**Run 1: the clock network**

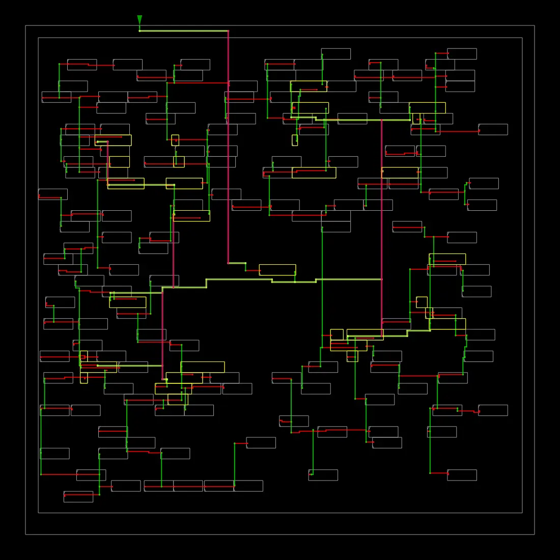
**Run 1: where the registers sit**

Bar = 50 µm. Other sequential cells in the stronger grey, the rest of the logic in the fainter grey.
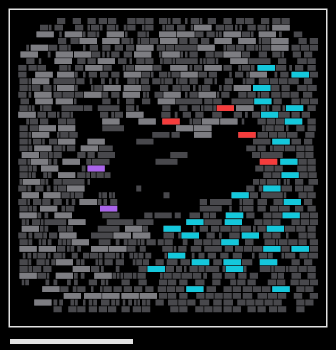
**Run 1: I/O pins on the die edge**

Bar = 50 µm. Pins as bars across the die edge, other pins in grey.
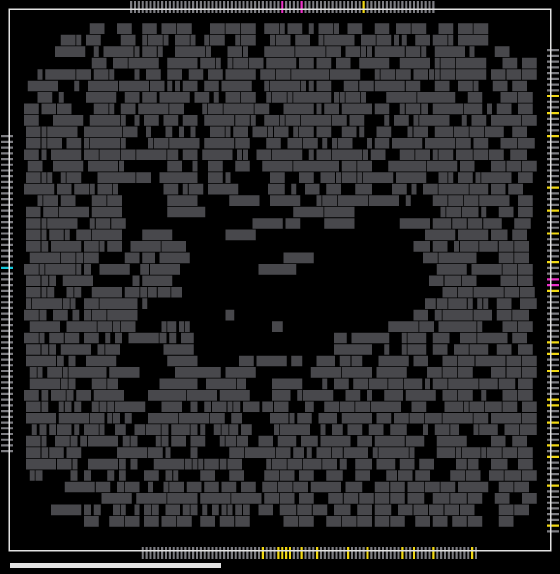
<file path="src/rtl/mem_arbiter.sv">
// Merges instruction-read and data read/write ports onto one single-ported memory bus.
// Define MEM_ARB_RR_EN to round-robin between the instruction and data classes.
module mem_arbiter #(
   parameter int XLEN = 32
) (
   input  logic              clk,
   input  logic              reset,
   input  logic              i_re,
   input  logic [XLEN-1:0]   i_addr,
   output logic [XLEN-1:0]   i_rdata,
   output logic              i_ack,
   input  logic              d_re,
   input  logic [XLEN-1:0]   d_raddr,
   output logic [XLEN-1:0]   d_rdata,
   output logic              d_rack,
   input  logic              d_we,
   input  logic [XLEN-1:0]   d_waddr,
   input  logic [XLEN-1:0]   d_wdata,
   input  logic [XLEN/8-1:0] d_wmask,
   output logic              d_wack,
   output logic              m_req,
   output logic              m_we,
   output logic [XLEN-1:0]   m_addr,
   output logic [XLEN-1:0]   m_wdata,
   output logic [XLEN/8-1:0] m_wmask,
   input  logic [XLEN-1:0]   m_rdata,
   input  logic              m_ack
);

   typedef enum logic [1:0] {ST_IDLE, ST_BUSY, ST_RESP} state_t;
   typedef enum logic [1:0] {GNT_I, GNT_DR, GNT_DW} grant_t;

   state_t            state_q, state_d;
   grant_t            grant_q, grant_d, sel_gnt;
   logic              any_req;
   logic              m_req_q, m_req_d;
   logic              m_we_q, m_we_d;
   logic [XLEN-1:0]   m_addr_q, m_addr_d;
   logic [XLEN-1:0]   m_wdata_q, m_wdata_d;
   logic [XLEN/8-1:0] m_wmask_q, m_wmask_d;
   logic              i_ack_q, i_ack_d;
   logic              d_rack_q, d_rack_d;
   logic              d_wack_q, d_wack_d;
   logic [XLEN-1:0]   i_rdata_q, i_rdata_d;
   logic [XLEN-1:0]   d_rdata_q, d_rdata_d;
   logic [3:0]        starve_q, starve_d;
`ifdef MEM_ARB_RR_EN
   logic              last_data_q, last_data_d;
`endif

   assign any_req = i_re | d_re | d_we;

   always_comb begin
      if (d_we)      sel_gnt = GNT_DW;
      else if (d_re) sel_gnt = GNT_DR;
      else           sel_gnt = GNT_I;
`ifdef MEM_ARB_RR_EN
      // Data class won the previous grant: a pending fetch goes ahead of it.
      if (i_re && last_data_q) sel_gnt = GNT_I;
`endif
   end

   always_comb begin
      state_d   = state_q;
      grant_d   = grant_q;
      m_req_d   = m_req_q;
      m_we_d    = m_we_q;
      m_addr_d  = m_addr_q;
      m_wdata_d = m_wdata_q;
      m_wmask_d = m_wmask_q;
      i_rdata_d = i_rdata_q;
      d_rdata_d = d_rdata_q;
      starve_d  = starve_q;
      i_ack_d   = 1'b0;
      d_rack_d  = 1'b0;
      d_wack_d  = 1'b0;
`ifdef MEM_ARB_RR_EN
      last_data_d = last_data_q;
`endif
      case (state_q)
         ST_IDLE: begin
            if (any_req) begin
               state_d   = ST_BUSY;
               grant_d   = sel_gnt;
               m_req_d   = 1'b1;
               m_we_d    = (sel_gnt == GNT_DW);
               m_addr_d  = (sel_gnt == GNT_DW) ? d_waddr :
                           (sel_gnt == GNT_DR) ? d_raddr : i_addr;
               m_wdata_d = (sel_gnt == GNT_DW) ? d_wdata : '0;
               m_wmask_d = (sel_gnt == GNT_DW) ? d_wmask : '1;
               if (i_re && (sel_gnt != GNT_I) && (starve_q != 4'hF))
                  starve_d = starve_q + 4'd1;
`ifdef MEM_ARB_RR_EN
               last_data_d = (sel_gnt != GNT_I);
`endif
            end
         end
         ST_BUSY: begin
            if (m_ack) begin
               state_d = ST_RESP;
               m_req_d = 1'b0;
               case (grant_q)
                  GNT_I: begin
                     i_rdata_d = m_rdata;
                     i_ack_d   = 1'b1;
                     starve_d  = '0;
                  end
                  GNT_DR: begin
                     d_rdata_d = m_rdata;
                     d_rack_d  = 1'b1;
                  end
                  default: d_wack_d = 1'b1;
               endcase
            end
         end
         ST_RESP: state_d = ST_IDLE;
         default: state_d = ST_IDLE;
      endcase
   end

   always_ff @(posedge clk) begin
      if (reset) begin
         state_q   <= ST_IDLE;
         grant_q   <= GNT_I;
         m_req_q   <= 1'b0;
         m_we_q    <= 1'b0;
         m_addr_q  <= '0;
         m_wdata_q <= '0;
         m_wmask_q <= '0;
         i_ack_q   <= 1'b0;
         d_rack_q  <= 1'b0;
         d_wack_q  <= 1'b0;
         i_rdata_q <= '0;
         d_rdata_q <= '0;
         starve_q  <= '0;
`ifdef MEM_ARB_RR_EN
         last_data_q <= 1'b1;
`endif
      end else begin
         state_q   <= state_d;
         grant_q   <= grant_d;
         m_req_q   <= m_req_d;
         m_we_q    <= m_we_d;
         m_addr_q  <= m_addr_d;
         m_wdata_q <= m_wdata_d;
         m_wmask_q <= m_wmask_d;
         i_ack_q   <= i_ack_d;
         d_rack_q  <= d_rack_d;
         d_wack_q  <= d_wack_d;
         i_rdata_q <= i_rdata_d;
         d_rdata_q <= d_rdata_d;
         starve_q  <= starve_d;
`ifdef MEM_ARB_RR_EN
         last_data_q <= last_data_d;
`endif
      end
   end

   assign m_req   = m_req_q;
   assign m_we    = m_we_q;
   assign m_addr  = m_addr_q;
   assign m_wdata = m_wdata_q;
   assign m_wmask = m_wmask_q;
   assign i_ack   = i_ack_q;
   assign d_rack  = d_rack_q;
   assign d_wack  = d_wack_q;
   assign i_rdata = i_rdata_q;
   assign d_rdata = d_rdata_q;

endmodule

</file>
<file path="config.mk">
export PLATFORM = sky130hd
export DESIGN_NAME = mem_arbiter
export DESIGN_NICKNAME = d
export VERILOG_FILES = /design/src/rtl/mem_arbiter.sv
export SDC_FILE = /design/constraint.sdc
export NUM_CORES = 1
export LEC_CHECK = 0
export CAP_MARGIN = 20
export CORE_MARGIN = 3
export CORE_UTILIZATION = 40
export CTS_CLUSTER_DIAMETER = 200
export DETAILED_ROUTE_END_ITERATION = 10
export PLACE_DENSITY = 0.88
export SLEW_MARGIN = 40
export SYNTH_ARGS = -nofsm -noshare
export SYNTH_HDL_FRONTEND = slang
export SYNTH_SLANG_ARGS = --single-unit
</file>
<file path="constraint.sdc">
create_clock -name clk -period 2.2 [get_ports clk]
set_input_delay 0.66 -clock clk [delete_from_list [all_inputs] [get_ports clk]]
set_output_delay 0.66 -clock clk [all_outputs]
set_load 0.005 [all_outputs]
</file>
==> reports/results.ini, run 1 <==
[run_status]
status=completed

[finish]
stdcell_area_um2=9890
antenna_cells=0
area_growth_pct=65.6
drive_above_1_share_pct=14.2

[final_timing]
fmax_mhz=507
worst_pin_slew_ns=0.357
hold_viol=0
tns_ns=0
finClkSkew_ns=0.00739
report.final.slew_viol_count=0
grt_setup_unrepaired=no

[routing]
met2_wirelength_um=9380
route.met3.wl_um=1450
via_per_inst=4.94
first_pass_iters=4
vias=5463
drtIter0Drc=282
top_layer_used=met4

[clocking]
cts_tree=done
path_clk_slew_ns=0.06
cts_buffer_depth=2
clk_latency_ns=0.41

[global_routing]
antenna_found_initial=0
grt_pass1_wl_um=28700
grt_overflow=0
grt_pass1_vias=5415

[run]
warnings=26
max-cap-violations=0

[floorplanning]
die_y_um=128
io_pins=307

[yosys]
most_common_cell=nand2_1
ff_type=dfxtp_1
yosys-top-cells-area=dfxtp_1, mux2i_1, nand2_1
synthesis.area_um2=5970
post_synth_num_cell_types=31

[min_path]
hold_path_depth=2
hold_path_class=reg2reg

[critical_path]
r2r-end=d_rdata[14]
criticalPathCategory=reg2out
cp_top_family=buffers and inverters
r2r_start=state_q[0]
cp_max_fo=2

Notes on 'the clock network' above:
Power Clock: 2780 µW
CTS Buf Count: 17
Sink Count: 141
Flop Count: 141

Notes on 'where the registers sit' above:
- purple: state_q (flops 2)
- cyan: m_addr (flops 32)
- red: m_wmask (flops 4)

Notes on 'I/O pins on the die edge' above:
- magenta: d_wmask (pins 4; direction input; edge 2 right, 2 top)
- yellow: m_addr (pins 32; direction output; edge 18 right, 13 bottom, 1 top)
- cyan: i_ack (pins 1; direction output; edge left)
- all pins by edge: 87 bottom, 85 right, 79 top, 56 left

run 1: worst max-delay path by stage:
stage                 endpoint  cells past startpoint
finish              m_addr[26]                      1
global route        m_addr[31]                      5
CTS                 m_addr[26]                      1
detailed placement  m_addr[23]                      5
global placement     m_addr[3]                      5
floorplan           m_addr[14]                      5
run 1: kinds of logic after synthesis:
kind of cell           count (synthesis)  synth area share, %
AND/OR/NAND/NOR                      180                 12.5
flip-flops                           141                 47.3
multiplexers                         128                 22.1
AND-OR/OR-AND                        108                 13.2
buffers and inverters                 52                 4.94
run 1: placed cells by master (no fill, tap or decap), types with 3 or more instances in the layout:
cell and count:
o22ai_1 3, buf_4 16, mux2i_1 96, nand2_1 163, clkinv_2 5, o21ai_0 34, clkbuf_16 17, buf_12 10
mux2_2 32, dfxtp_1 141, a21oi_1 37, o221a_2 4, o22ai_2 29, clkdlybuf4s50_1 305, clkinvlp_4 3
run 1: area by class of cell:
type                       count  area, µm²
multi-input combinational    416       2880
inverter                       1       6.26
sequential                   141       2820
tap                          184        230
clock buffer                  20        457
timing repair buffer         332       3380
clock inverter                11        116
fill                        1131       4700
run 1: power by group:
part / internal (µW) / leakage (µW) / switching [µW]
logic: 793 / 0.00245 / 499
clock network: 1710 / 0.000278 / 1070
registers: 2710 / 0.00115 / 83.3
total: 5210 / 0.00388 / 1650
run 1: sequential cells by signal, indices dropped and copies added (netlist names):
signal	cells
m_we	1
m_wdata	32
state_q	2
grant_q	2
d_rdata	32
i_ack	1
m_addr	32
m_wmask	4
d_rack	1
d_wack	1
i_rdata	32
m_req	1
run 1: stage by stage:
step | hold WS [ns] | setup WS [ns]
2_1_floorplan | 0.451 | 0.328
3_3_place_gp | 0.441 | -0.171
3_5_place_dp | 0.446 | -0.179
4_1_cts | 0.456 | 0.191
5_1_grt | 0.471 | 0.154
6_report | 0.455 | 0.227
run 1: metal layers:
layer / vias to the layer above / track usage (%)
met5: - / 0
met4: 0 / 8.11
met3: 35 / 7.54
met2: 195 / 38.1
met1: 2539 / 25.3
li1: 2694 / -
==> inputs of run 2 (changes only) <==
- CORE_MARGIN: 3 -> 1.5
- SKIP_CTS_REPAIR_TIMING: default -> 1
==> run 2 against run 1 <==
- critical path depth unchanged
- hold slack better by 0.0025 ns
- highest routed layer unchanged
- critical path type unchanged
- die area down 4.6%
- via count up 1.4%
==> reports/results.ini, run 2 <==
[final_timing]
grt_setup_unrepaired=no  ; unchanged
fmax_mhz=504  ; was 507 MHz
hold_viol=0  ; unchanged
report.final.slew_viol_count=0  ; unchanged
holdWs_ns=0.458  ; was 0.455 ns
finClkSkew_ns=0.0105  ; was 0.00739 ns

[routing]
drtIter0Drc=263  ; was 282
via_per_inst=5.01  ; was 4.94
first_pass_iters=4  ; unchanged
vias=5537  ; was 5463

[clocking]
cts_tree=done  ; unchanged
cts_buffer_depth=2  ; unchanged
cts.sinks=141  ; unchanged
numCtsBuffers=17  ; unchanged
path_clk_slew_ns=0.06  ; about the same

[finish]
fillers=1140  ; was 1131
layout_top_cell=clkdlybuf4s50_1  ; unchanged
antenna_cells=0  ; unchanged
most-common-layout-cells=clkdlybuf4s50_1, nand2_1, dfxtp_1, mux2i_1, a21oi_1  ; unchanged
area_growth_pct=66.1  ; was 65.6%
drive_above_1_share_pct=14.3  ; was 14.2%

[global_routing]
grt_pass1_vias=5753  ; was 5415
grt_overflow=0  ; unchanged
antenna_found_initial=0  ; unchanged
grt_pass1_wl_um=28900  ; was 28700 µm

[power_and_ir_drop]
p_clk_share_pct=40.9  ; was 40.5%
p_comb_share_pct=18.6  ; was 18.8%
switching_power_uw=1700  ; was 1650 µW
intPower_uw=5190  ; was 5210 µW

[yosys]
most_common_cell=nand2_1  ; unchanged
ff_type=dfxtp_1  ; unchanged
post_synth_num_cell_types=31  ; unchanged
yosys-top-cells-area=dfxtp_1, mux2i_1, nand2_1  ; unchanged

[run]
warnings=26  ; unchanged

[floorplanning]
io_pins=307  ; unchanged
die_y_um=125  ; was 128 µm

[run_status]
status=completed  ; unchanged

[critical_path]
cp_max_fo=2  ; unchanged
criticalPathCategory=reg2out  ; unchanged

[min_path]
hold_path_class=reg2reg  ; unchanged

run 2: cell counts after synthesis:
No cell type changed its count.
run 2: kinds of logic after synthesis:
group | synth area share [%]
AND-OR/OR-AND | 13.2
AND/OR/NAND/NOR | 12.5
buffers and inverters | 4.94
flip-flops | 47.3
multiplexers | 22.1
run 2: final timing paths:
path,depth (start not counted),start,slack (ns),end
hold reg to reg,2,d_rdata[23],0.46,d_rdata[23]
hold / removal,2,d_rdata[23],0.46,d_rdata[23]
setup reg to reg,4,state_q[0],0.61,m_addr[23]
setup / recovery,1,m_addr[25],0.22,m_addr[25]
run 2: area by class of cell:
class	count	share of cell area [%]
clock buffers	18	4.43
clock inverters	13	1.41
inverters	1	0.0631
multi-input cells	416	29.0
flip-flops and latches	141	28.5
well taps	184	2.32
repair buffers	332	34.3
run 2: layer usage:
metal	part of all wire (%)	up-vias	track usage, %
met5	0	-	0
met4	4.3	0	11.9
met3	7.4	51	7.49
met2	49	207	40.7
met1	39	2586	24.5
li1	-	2693	-
run 2: power groups by stage:
stage	Clock (µW)	Sequential, µW	Combinational, µW
final	2810	2790	1280
after detailed placement	0	2840	1290
after global placement	0	2840	1270
after CTS	2880	2790	1290
after global routing	2990	2800	1380
after floorplan	0	2850	530
run 2: stage by stage:
step | util, % | setup TNS (ns) | instance area [µm²] | worst slack [ns] | power (µW)
6_report | 68.3 | 0 | 9920 | 0.215 | 6880
5_1_grt | 68.3 | 0 | 9920 | 0.151 | 7170
4_1_cts | 68.3 | 0 | 9920 | 0.180 | 6960
3_5_place_dp | 64.3 | -4.86 | 9340 | -0.101 | 4130
3_3_place_gp | 64.3 | -4.05 | 9340 | -0.0722 | 4110
2_1_floorplan | - | 0 | 5970 | 0.328 | 3380
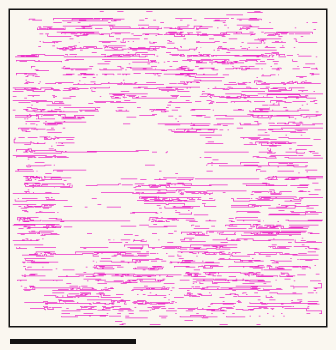
**Above:** run 2 (metal 1).
Bar = 50 µm.
- wire length on this layer: 7200 µm
- share of all routed wire: 39%

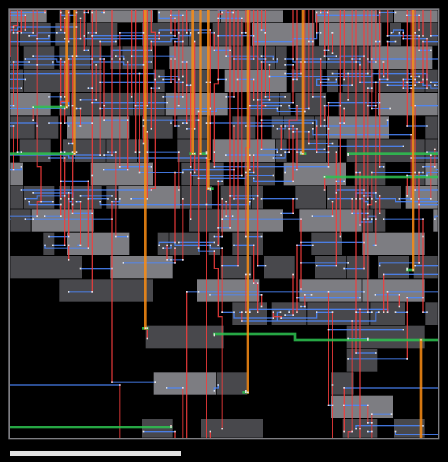
**Above:** run 2 (a small window of the routed layout).
Bar = 20 µm. Window x 38 to 88, y 63 to 113 µm. Cells in grey, sequential cells in the stronger grey; small squares are vias.
- orange: met4
- blue: met1
- green: met3
- red: met2
- cells with their middle in the window: 137
- most frequent: nand2_1 (33), clkdlybuf4s50_1 (33), dfxtp_1 (32)
- netlist names of flops here include: i_rdata (14), d_rdata (13), m_wmask (4)
- sequential cells in the window: 32

==> inputs of run 3 (changes only) <==
- CORE_ASPECT_RATIO: default -> 1.25
==> run 3 against run 2 <==
- the run now ends with design-rule violations left
- clock-buffer cell count is 1 lower
- clock skew is 0.0015 ns lower
- final area is 1.2% lower
- maximum frequency is 0.56% higher
- clock power is 7.1% lower
- critical path type unchanged
==> reports/results.ini, run 3 <==
[run_status]
status=finished, violations left  ; was completed
violations=design-rule violations

[placement]
io_buffers=306  ; unchanged
placed_cell_area_um2=9260  ; was 9340 µm²
dp_hpwl_um=12900  ; was 13400 µm
dp_slack_ns=-0.0828  ; was -0.101 ns

[run]
warnings=26  ; unchanged
max-cap-violations=0  ; unchanged

[global_routing]
grt_pass1_wl_um=28000  ; was 28900 µm
use_met3_pct=7.97  ; was 7.49%
grt_util_met1_pct=23.9  ; was 24.5%
grt_pass1_vias=5380  ; was 5753
antenna_found_initial=0  ; unchanged
grt_overflow=0  ; unchanged
grt_max_degree=58  ; was 36
grt.busiest_layer=met2  ; unchanged
gr-usage-met2_pct=40.1  ; was 40.7%

[clocking]
cts_buffer_depth=2  ; unchanged
path_clk_slew_ns=0.06  ; about the same
numCtsBuffers=17  ; unchanged
cts.sinks=141  ; unchanged
clockRootBuffer=clkbuf_16  ; unchanged
cts_max_level=4  ; unchanged
cts_tree=done  ; unchanged

[critical_path]
slowest_stage=clkdlybuf4s50_1  ; unchanged
worstSetupStartpointType=flip-flop  ; unchanged
criticalPathCategory=reg2out  ; unchanged
crit_buf_inv=1  ; unchanged
cp_top_family=buffers and inverters  ; unchanged
worst_ep_required_time_ns=1.54  ; about the same
cp_max_fo=2  ; unchanged
max_stage_delay_ns=0.54  ; was 0.53 ns
reg2reg_slack_ns=0.57  ; was 0.61 ns
critPathCaptureType=output pin  ; unchanged
path_cells=clkdlybuf4s50_1  ; unchanged

[final_timing]
tns_ns=0  ; unchanged
fmax_mhz=507  ; was 504 MHz
report.final.slew_viol_count=0  ; unchanged
finalCritPeriodShare_pct=89.7  ; was 90.2%
min_period_ns=1.97  ; was 1.98 ns
grt_setup_unrepaired=no  ; unchanged
slew_headroom_pct=79.0  ; was 78.6%
setup_ws_ns=0.226  ; was 0.215 ns
worst_pin_slew_ns=0.315  ; was 0.321 ns
hold_viol=0  ; unchanged

[yosys]
top_cells_by_count=nand2_1, dfxtp_1, mux2i_1  ; unchanged
post_synth_num_cell_types=31  ; unchanged
netlist.area_leader.share_pct=47.3  ; unchanged
yosys.area.top_type=dfxtp_1  ; unchanged
yosysCellCount=609  ; unchanged
synth_seq_share_pct=47.3  ; unchanged
synth-area-yosys_um2=5970  ; unchanged
synthCells=609  ; unchanged
synthesis.area_um2=5970  ; unchanged
syn_avg_cell_area_um2=9.81  ; unchanged
ff_type=dfxtp_1  ; unchanged
yosys-top-cells-area=dfxtp_1, mux2i_1, nand2_1  ; unchanged
most_common_cell=nand2_1  ; unchanged
async_flop_share_pct=0  ; unchanged
fp_nets=779  ; unchanged

[power_and_ir_drop]
ir_worst_vdd_v=0.000386  ; was 0.000524 V
p_seq_share_pct=41.8  ; was 40.5%
switching_share_pct=25.9  ; was 24.6%
switching_power_uw=1720  ; was 1700 µW
p_clk_share_pct=39.1  ; was 40.9%
p_comb_share_pct=19.0  ; was 18.6%
intPower_uw=4940  ; was 5190 µW
power_uw=6660  ; was 6880 µW
p_leak_uw=0.00382  ; was 0.00389 µW

[routing]
wl_per_cell_um=16.3  ; was 16.5 µm
postRouteAntennaNets=0  ; unchanged
wl_um=17800  ; was 18300 µm
vias=5405  ; was 5537
drc_errors=25  ; was 0
drtIter0Drc=295  ; was 263
first_pass_iters=8  ; was 4
via_per_inst=4.95  ; was 5.01

[finish]
drive_above_1_share_pct=13.7  ; was 14.3%
antenna_cells=0  ; unchanged
area_growth_pct=64.1  ; was 66.1%
layout_top_cell=clkdlybuf4s50_1  ; unchanged
stdcell_area_um2=9800  ; was 9920 µm²
final_net_count=1070  ; was 1079
fillers=1114  ; was 1140
most-common-layout-cells=clkdlybuf4s50_1, nand2_1, dfxtp_1, mux2i_1, a21oi_1  ; unchanged

[floorplanning]
die_x_um=112  ; was 125 µm
die_y_um=140  ; was 125 µm
io_pins=307  ; unchanged

[min_path]
hold_path_class=reg2reg  ; unchanged

==> run 3: metrics by stage <==
stage | utilization (%) | cells | hold WS [ns]
final | 67.7 | 1091 | 0.455
after CTS | 67.7 | 1091 | 0.455
after detailed placement | 64.0 | 1059 | 0.449
after global placement | 64.0 | 1059 | 0.442
after floorplan | - | 609 | 0.451
after global routing | 67.7 | 1091 | 0.475
==> run 3: logic make-up after synthesis <==
logic type | Yosys count | synth area share [%]
AND-OR/OR-AND | 108 | 13.2
flip-flops | 141 | 47.3
AND/OR/NAND/NOR | 180 | 12.5
buffers and inverters | 52 | 4.94
multiplexers | 128 | 22.1
==> run 3: per-layer routing <==
| metal | up-vias | share of wire, % |
|---|---|---|
| li1 | 2679 | - |
| met1 | 2484 | 38 |
| met2 | 216 | 50 |
| met3 | 26 | 9.5 |
| met4 | 0 | 2.5 |
| met5 | - | 0 |
==> run 3: path summary, 6_finish.rpt <==
kind | cells after the start | endpoint | from
min reg2reg | 2 | m_req | m_req
max | 1 | m_addr[17] | m_addr[17]
min | 2 | m_req | m_req
max reg2reg | 4 | m_addr[23] | state_q[0]
==> run 3: tightest hold or removal path, stage by stage, from the launching register on <==
cell and delay [ns]:
dfxtp_1 0.31, nand2_1 0.05, a21oi_1 0.05
==> run 3: power groups by stage <==
stage          sequential (µW)  clock, µW  combinational (µW)
6_report                  2790       2610                1270
5_1_grt                   2800       2780                1360
4_1_cts                   2790       2680                1280
3_5_place_dp              2840          0                1280
3_3_place_gp              2840          0                1260
2_1_floorplan             2850          0                 530
==> run 3: cell type report <==
| type | instances | area, µm² | share of cell area [%] |
|---|---|---|---|
| Clock buffer | 17 | 425 | 4.34 |
| Clock inverter | 15 | 114 | 1.16 |
| Inverter | 1 | 6.26 | 0.0638 |
| Multi-Input combinational cell | 416 | 2880 | 29.4 |
| Sequential cell | 141 | 2820 | 28.8 |
| Tap cell | 178 | 223 | 2.27 |
| Timing Repair Buffer | 323 | 3330 | 34.0 |
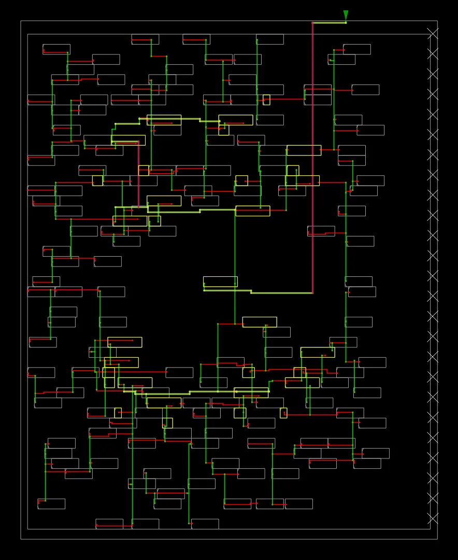
**Above:** run 3 (the clock network).
Power Clock: 2610 µW
Latency at later pin: 0.41 ns
clock buffer count: 17
Setup Skew: 0.00905 ns

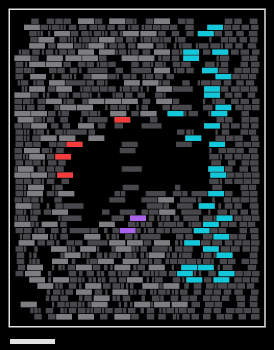
**Above:** run 3 (where the registers sit).
Bar = 20 µm. Other sequential cells in the stronger grey, the rest of the logic in the fainter grey.
- red: m_wmask (flops 4; where middle left)
- cyan: m_addr (flops 32; where a vertical strip on the right)
- purple: state_q (flops 2)
- not coloured: 103

Power figures rest on the tool's default switching activity, not on a simulated workload.
